## src/rtl/rgb_fade_driver.sv

```systemverilog
// Fading RGB LED driver: takes target colours over valid/ready and ramps each channel
// linearly toward its target, then renders each level as PWM on active-low pins.
module rgb_fade_driver #(
   parameter int unsigned STEP_CYCLES = 12000,
   parameter int unsigned PWM_BITS    = 8
) (
   input  logic                clk,
   input  logic                rst,
   input  logic                col_valid,
   output logic                col_ready,
   input  logic [PWM_BITS-1:0] col_r,
   input  logic [PWM_BITS-1:0] col_g,
   input  logic [PWM_BITS-1:0] col_b,
   output logic                busy,
   output logic                RGB_R,
   output logic                RGB_G,
   output logic                RGB_B
);

   localparam int unsigned SW = (STEP_CYCLES > 1) ? $clog2(STEP_CYCLES) : 1;
   localparam logic [SW-1:0] STEP_LAST = SW'(STEP_CYCLES - 1);

   typedef enum logic {IDLE, FADING} state_t;

   state_t              state, state_nxt;
   logic [PWM_BITS-1:0] lvl_r, lvl_g, lvl_b;
   logic [PWM_BITS-1:0] tgt_r, tgt_g, tgt_b;
   logic [PWM_BITS-1:0] pwm_cnt;
   logic [SW-1:0]       step_cnt;
   logic                all_eq;
   logic                accept;

   // Compare-based step cannot overshoot or wrap at either end of the range.
   function automatic logic [PWM_BITS-1:0] step_toward(input logic [PWM_BITS-1:0] lvl,
                                                       input logic [PWM_BITS-1:0] tgt);
      if (lvl < tgt)
         return lvl + PWM_BITS'(1);
      else if (lvl > tgt)
         return lvl - PWM_BITS'(1);
      else
         return lvl;
   endfunction

   assign all_eq    = (lvl_r == tgt_r) && (lvl_g == tgt_g) && (lvl_b == tgt_b);
   assign col_ready = (state == IDLE);
   assign busy      = (state == FADING);

   always_ff @(posedge clk or posedge rst) begin
      if (rst)
         state <= IDLE;
      else
         state <= state_nxt;
   end

   always_comb begin
      state_nxt = state;
      accept    = 1'b0;
      case (state)
         IDLE: begin
            if (col_valid) begin
               accept    = 1'b1;
               state_nxt = FADING;
            end
         end
         FADING: begin
            if (all_eq)
               state_nxt = IDLE;
         end
         default: state_nxt = IDLE;
      endcase
   end

   always_ff @(posedge clk or posedge rst) begin
      if (rst) begin
         lvl_r    <= '0;
         lvl_g    <= '0;
         lvl_b    <= '0;
         tgt_r    <= '0;
         tgt_g    <= '0;
         tgt_b    <= '0;
         step_cnt <= '0;
      end else if (accept) begin
         tgt_r    <= col_r;
         tgt_g    <= col_g;
         tgt_b    <= col_b;
         step_cnt <= '0;
      end else if (state == FADING && !all_eq) begin
         if (step_cnt == STEP_LAST) begin
            step_cnt <= '0;
            lvl_r    <= step_toward(lvl_r, tgt_r);
            lvl_g    <= step_toward(lvl_g, tgt_g);
            lvl_b    <= step_toward(lvl_b, tgt_b);
         end else begin
            step_cnt <= step_cnt + SW'(1);
         end
      end
   end

   always_ff @(posedge clk or posedge rst) begin
      if (rst) begin
         pwm_cnt <= '0;
         RGB_R   <= 1'b1;
         RGB_G   <= 1'b1;
         RGB_B   <= 1'b1;
      end else begin
         pwm_cnt <= pwm_cnt + PWM_BITS'(1);
         RGB_R   <= ~(pwm_cnt < lvl_r);
         RGB_G   <= ~(pwm_cnt < lvl_g);
         RGB_B   <= ~(pwm_cnt < lvl_b);
      end
   end

endmodule

```

## config.mk

```make
export PLATFORM = sky130hd
export DESIGN_NAME = rgb_fade_driver
export DESIGN_NICKNAME = d
export VERILOG_FILES = /design/src/rtl/rgb_fade_driver.sv
export SDC_FILE = /design/constraint.sdc
export NUM_CORES = 1
export LEC_CHECK = 0
export CORE_ASPECT_RATIO = 0.75
export CORE_MARGIN = 2
export CORE_UTILIZATION = 55
export CTS_CLUSTER_DIAMETER = 40
export DETAILED_ROUTE_END_ITERATION = 12
export PLACE_DENSITY_LB_ADDON = 0.08
export SLEW_MARGIN = 20
export SYNTH_ARGS = -nofsm -noshare
export SYNTH_HDL_FRONTEND = slang
export SYNTH_SLANG_ARGS = --single-unit
export TNS_END_PERCENT = 50
```

## constraint.sdc

```tcl
create_clock -name clk -period 4.44 [get_ports clk]
set_clock_uncertainty 0.05 [all_clocks]
set_input_delay 0.444 -clock clk [delete_from_list [all_inputs] [get_ports clk]]
set_output_delay 0.444 -clock clk [all_outputs]
set_load 0.1 [all_outputs]
```

==> Changelog: implementation <==
### Changed

- Outcome: finished, final reports clean
- Worst-case reg-to-reg path depth: 12
- Placed insts: roughly 640
- Pwr per Cell Area: between 300 and 400 nW/um2
- Max Cap Violations: 0
- Worst reg2reg setup slack: roughly 930 ps
- Hold slack: between 400 and 500 ps
- DRC Markers: 0
- CTS clock-pin slew for the worst setup and hold paths: 60 ps
- Clk Latency, worst-skew pair: around 340 ps
- Post-CTS setup repair buffer count: 0
- Synth Net Count: 599
- Max clock buf depth: 2
- Total Routing Usage GR: a little over a fifth
- H-tree lvl count: 3
- Comb power: about 0.22 mW
- Reg with most FFs: step_cnt
- DRT iter0 DRCs: 176
- Final nets: about 640
- CP Capture Point: lvl_b[7]
- Hold path cells: 2
- Vias/cell: around 5.6
- Share of layout cells above drive strength 1: under 10%
- Reg power frac: 45.5%
- Flop area: around 1900 um2
- Die H: ~86 um
- Max Fclk: ~280 MHz
- Clock power frac: a little over two fifths
- Logic area: roughly 2800 um2
- Ys async rst share: 100%
- Worst Tran Pin Value: between 900 and 1000 ps
- Total number of yosys warnings: 0
- CP Capture Type: flop
- Chip area: about 9700 um2
- Worst VDD drop: around 0.00027 V
- Worst R2R End: lvl_b[7]
- Vias in the first global route: around 3.5k
- Chip Area, Yosys: 4890 um2
- Grt met3 use: roughly 5.7%
- Die X: ~110 um
- Wirelength, routed: approximately 9700 um
- Sw Pwr: 0.454 mW
- Number of routed nets with antenna violations: 0
- Area growth from synthesis to layout: 14.8%
- Clock Sinks: about 74
- Top logic family: adder cells
- Launch point of the worst path: lvl_b[2]
- Post-synth EDFFs: 0
- Min cycle time layout: around 3500 ps
- GRT overflow: 0
- FP Util: 57.3%
- Met1 Track Usage GR: 30.5%
- Worst Path Required: approximately 4700 ps
- Gate power share: 12.7%
- Synth Instances: slightly above 500
- Number of fill cells: roughly 700
- Count of unique library cells instantiated by Yosys: roughly 52
- Site Rows: 29
- XOR-XNOR Cells, Area Fraction: under 10%
- Detailed Routing Iterations Pass 1: 5
- CTS tree: built
- Final Non-Filler Cells: about 650
- Post-route cell area: between 5000 and 6000 um2
- Gpl congestion: roughly 0.86
- Dpl ws: roughly 970 ps
- Seq. pwr: approximately 0.79 mW
- Number of flip-flops in the largest register: 14
- Area fraction in compound gates: around 16%
- Final Max Slew Viols: 0
- Ant diodes: 0
- Crit path max fanout: 9
- Min-Delay Path Class: flop to flop
- Relative max-transition margin: between 30% and 40%
- First-pass GRT wire length: 16,800 um
- Post_cts resized: 0
- Syn avg cell area: 9.70 um2
- DP HPWL: just over 7000 um
- Pin count of the biggest net entering global routing: 39
- Synth top cell by count: dfrtp_1
- CTS Root Cell: clkbuf_16
- Worst Slack Setup Final: between 900 and 1000 ps
- Sw frac: about a quarter
- Area leader, netlist: dfrtp_1
- Crit share post-route: 79.1%
- Biggest area cells: dfrtp_1 (36%), ha_1 (17%), nand2_1 (4.5%), inv_1 (4.3%), xnor2_1 (3.9%)
- Initial antenna violation count: 0
- # hold bufs at CTS: 0
- Mapped Area: 4890 um2
- Pint: between 1 and 1.5 mW
- # Cells Yosys: slightly above 500
- Worst setup path class: flop to flop
- Clk. pwr: a little over 0.7 mW
- Simple share: 13.3%
- Setup TNS: 0 ps
- Hold path start: tgt_b[0]
- Most frequent logic cell in the layout: dfrtp_1
- Top Consumer: registers
- Tool Warnings: 26
- Adder-cell share of the synthesized area: around 18%
- Synth cell count leaders: dfrtp_1 (71), ha_1 (65), nand2_1 (58)
- Tot Pwr: roughly 1.7 mW
- Final setup vio count: 0
- Ys flop type: dfrtp_1
- Vias: approximately 3.6k
- Placed Area: 5320 um2
- CP Data Arrival Time: 3730 ps
- I/O pins: 32
- Hold endpoint: tgt_b[0]
- CTS Buf Count: 9
- Critical path launch point type: flop
- I/O Buffers: 31
- Area leader share: a little over a third
- Most frequent cells in the layout: dfrtp_1 (71), ha_1 (65), nand2_1 (58)
- Ys flops: between 70 and 80
- Worst R2R Start: lvl_b[2]
- Leak Pwr: 2.71 nW
- Final Hold Fails: 0
- Core Region: between 8000 and 9000 um2
- MUX area fraction: 4.56%
- RSZ-0062 raised after global routing: false
- Post-synth seq share: between 30% and 40%
==> routing by layer <==
layer  vias to the layer above  part of all wire [%]
li1                       1848                     -
met1                      1715                    50
met2                        66                    45
met4                         0                  0.94
met3                         9                   4.4
met5                         -                     0
==> layout make-up <==
type,count,share of cell area [%]
multi-input cells,366,49.6
flip-flops and latches,74,33.1
repair buffers,34,5.93
clock buffers,9,4.01
inverters,56,3.75
well taps,108,2.41
clock inverters,7,1.23
==> worst max-delay path, stage by stage, from the launching register on <==
cell      delay (ps)
dfrtp_1          400
ha_1             310
o21ai_0          150
a21oi_1           70
o31ai_1          320
nand2_1          360
ha_1             390
a21oi_1          190
o211ai_1         140
o41ai_1          300
a21bo_2          260
a221oi_1         330
xnor2_1          160
Fig. 1: metal 1
Bar = 20 um. Supply wires on this layer in gray.
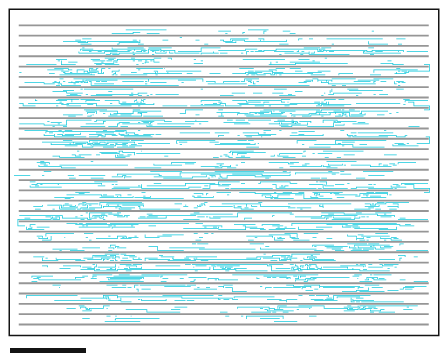
The wires run mostly horizontal. 586 nets have wire on it.

Fig. 2: the metal 2 layer
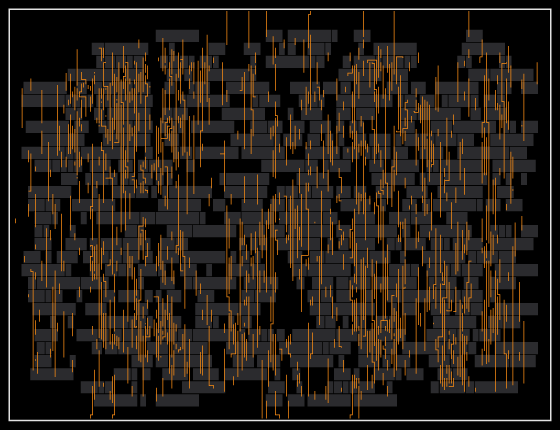
513 nets have wire on it. The longest straight run is 29.9 um. The layer holds 45% of the routed length. The wires run mostly vertical. The layer carries 4,330 um of wire.

Fig. 3: metal 3
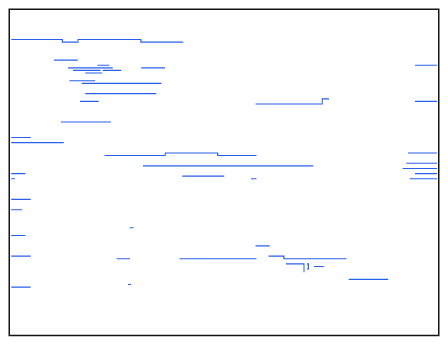
The wires run mostly horizontal. The longest straight run is 44.6 um. 35 nets have wire on it.

Fig. 4: routing congestion
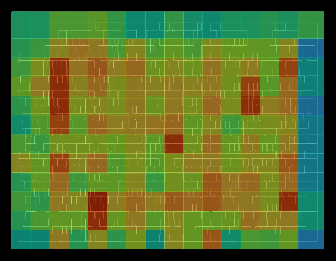
drt wl/cell: 14.8 um
met2 Resource Use GR: 33.7%
GRT busiest layer: met2
Layout Utilization: 65.8%

Fig. 5: wiring heat map
The die is cut into 23 by 17 equal tiles; dark blue is low, red is high, scaled to the fullest tile. Values are wire area over tile area, all layers added.
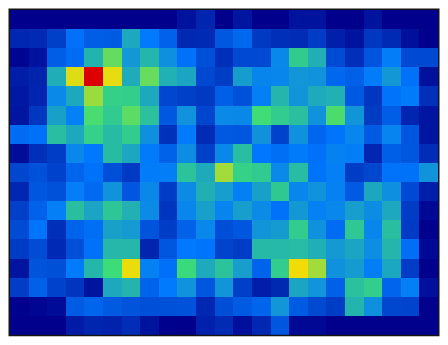
The fullest tile reaches 0.69. The mean over all tiles is 0.16. 10% of the tiles are nearly empty. The densest ninth of the die: center. 3.6% of the tiles are over half the peak.

Power and IR drop assume default switching activity.
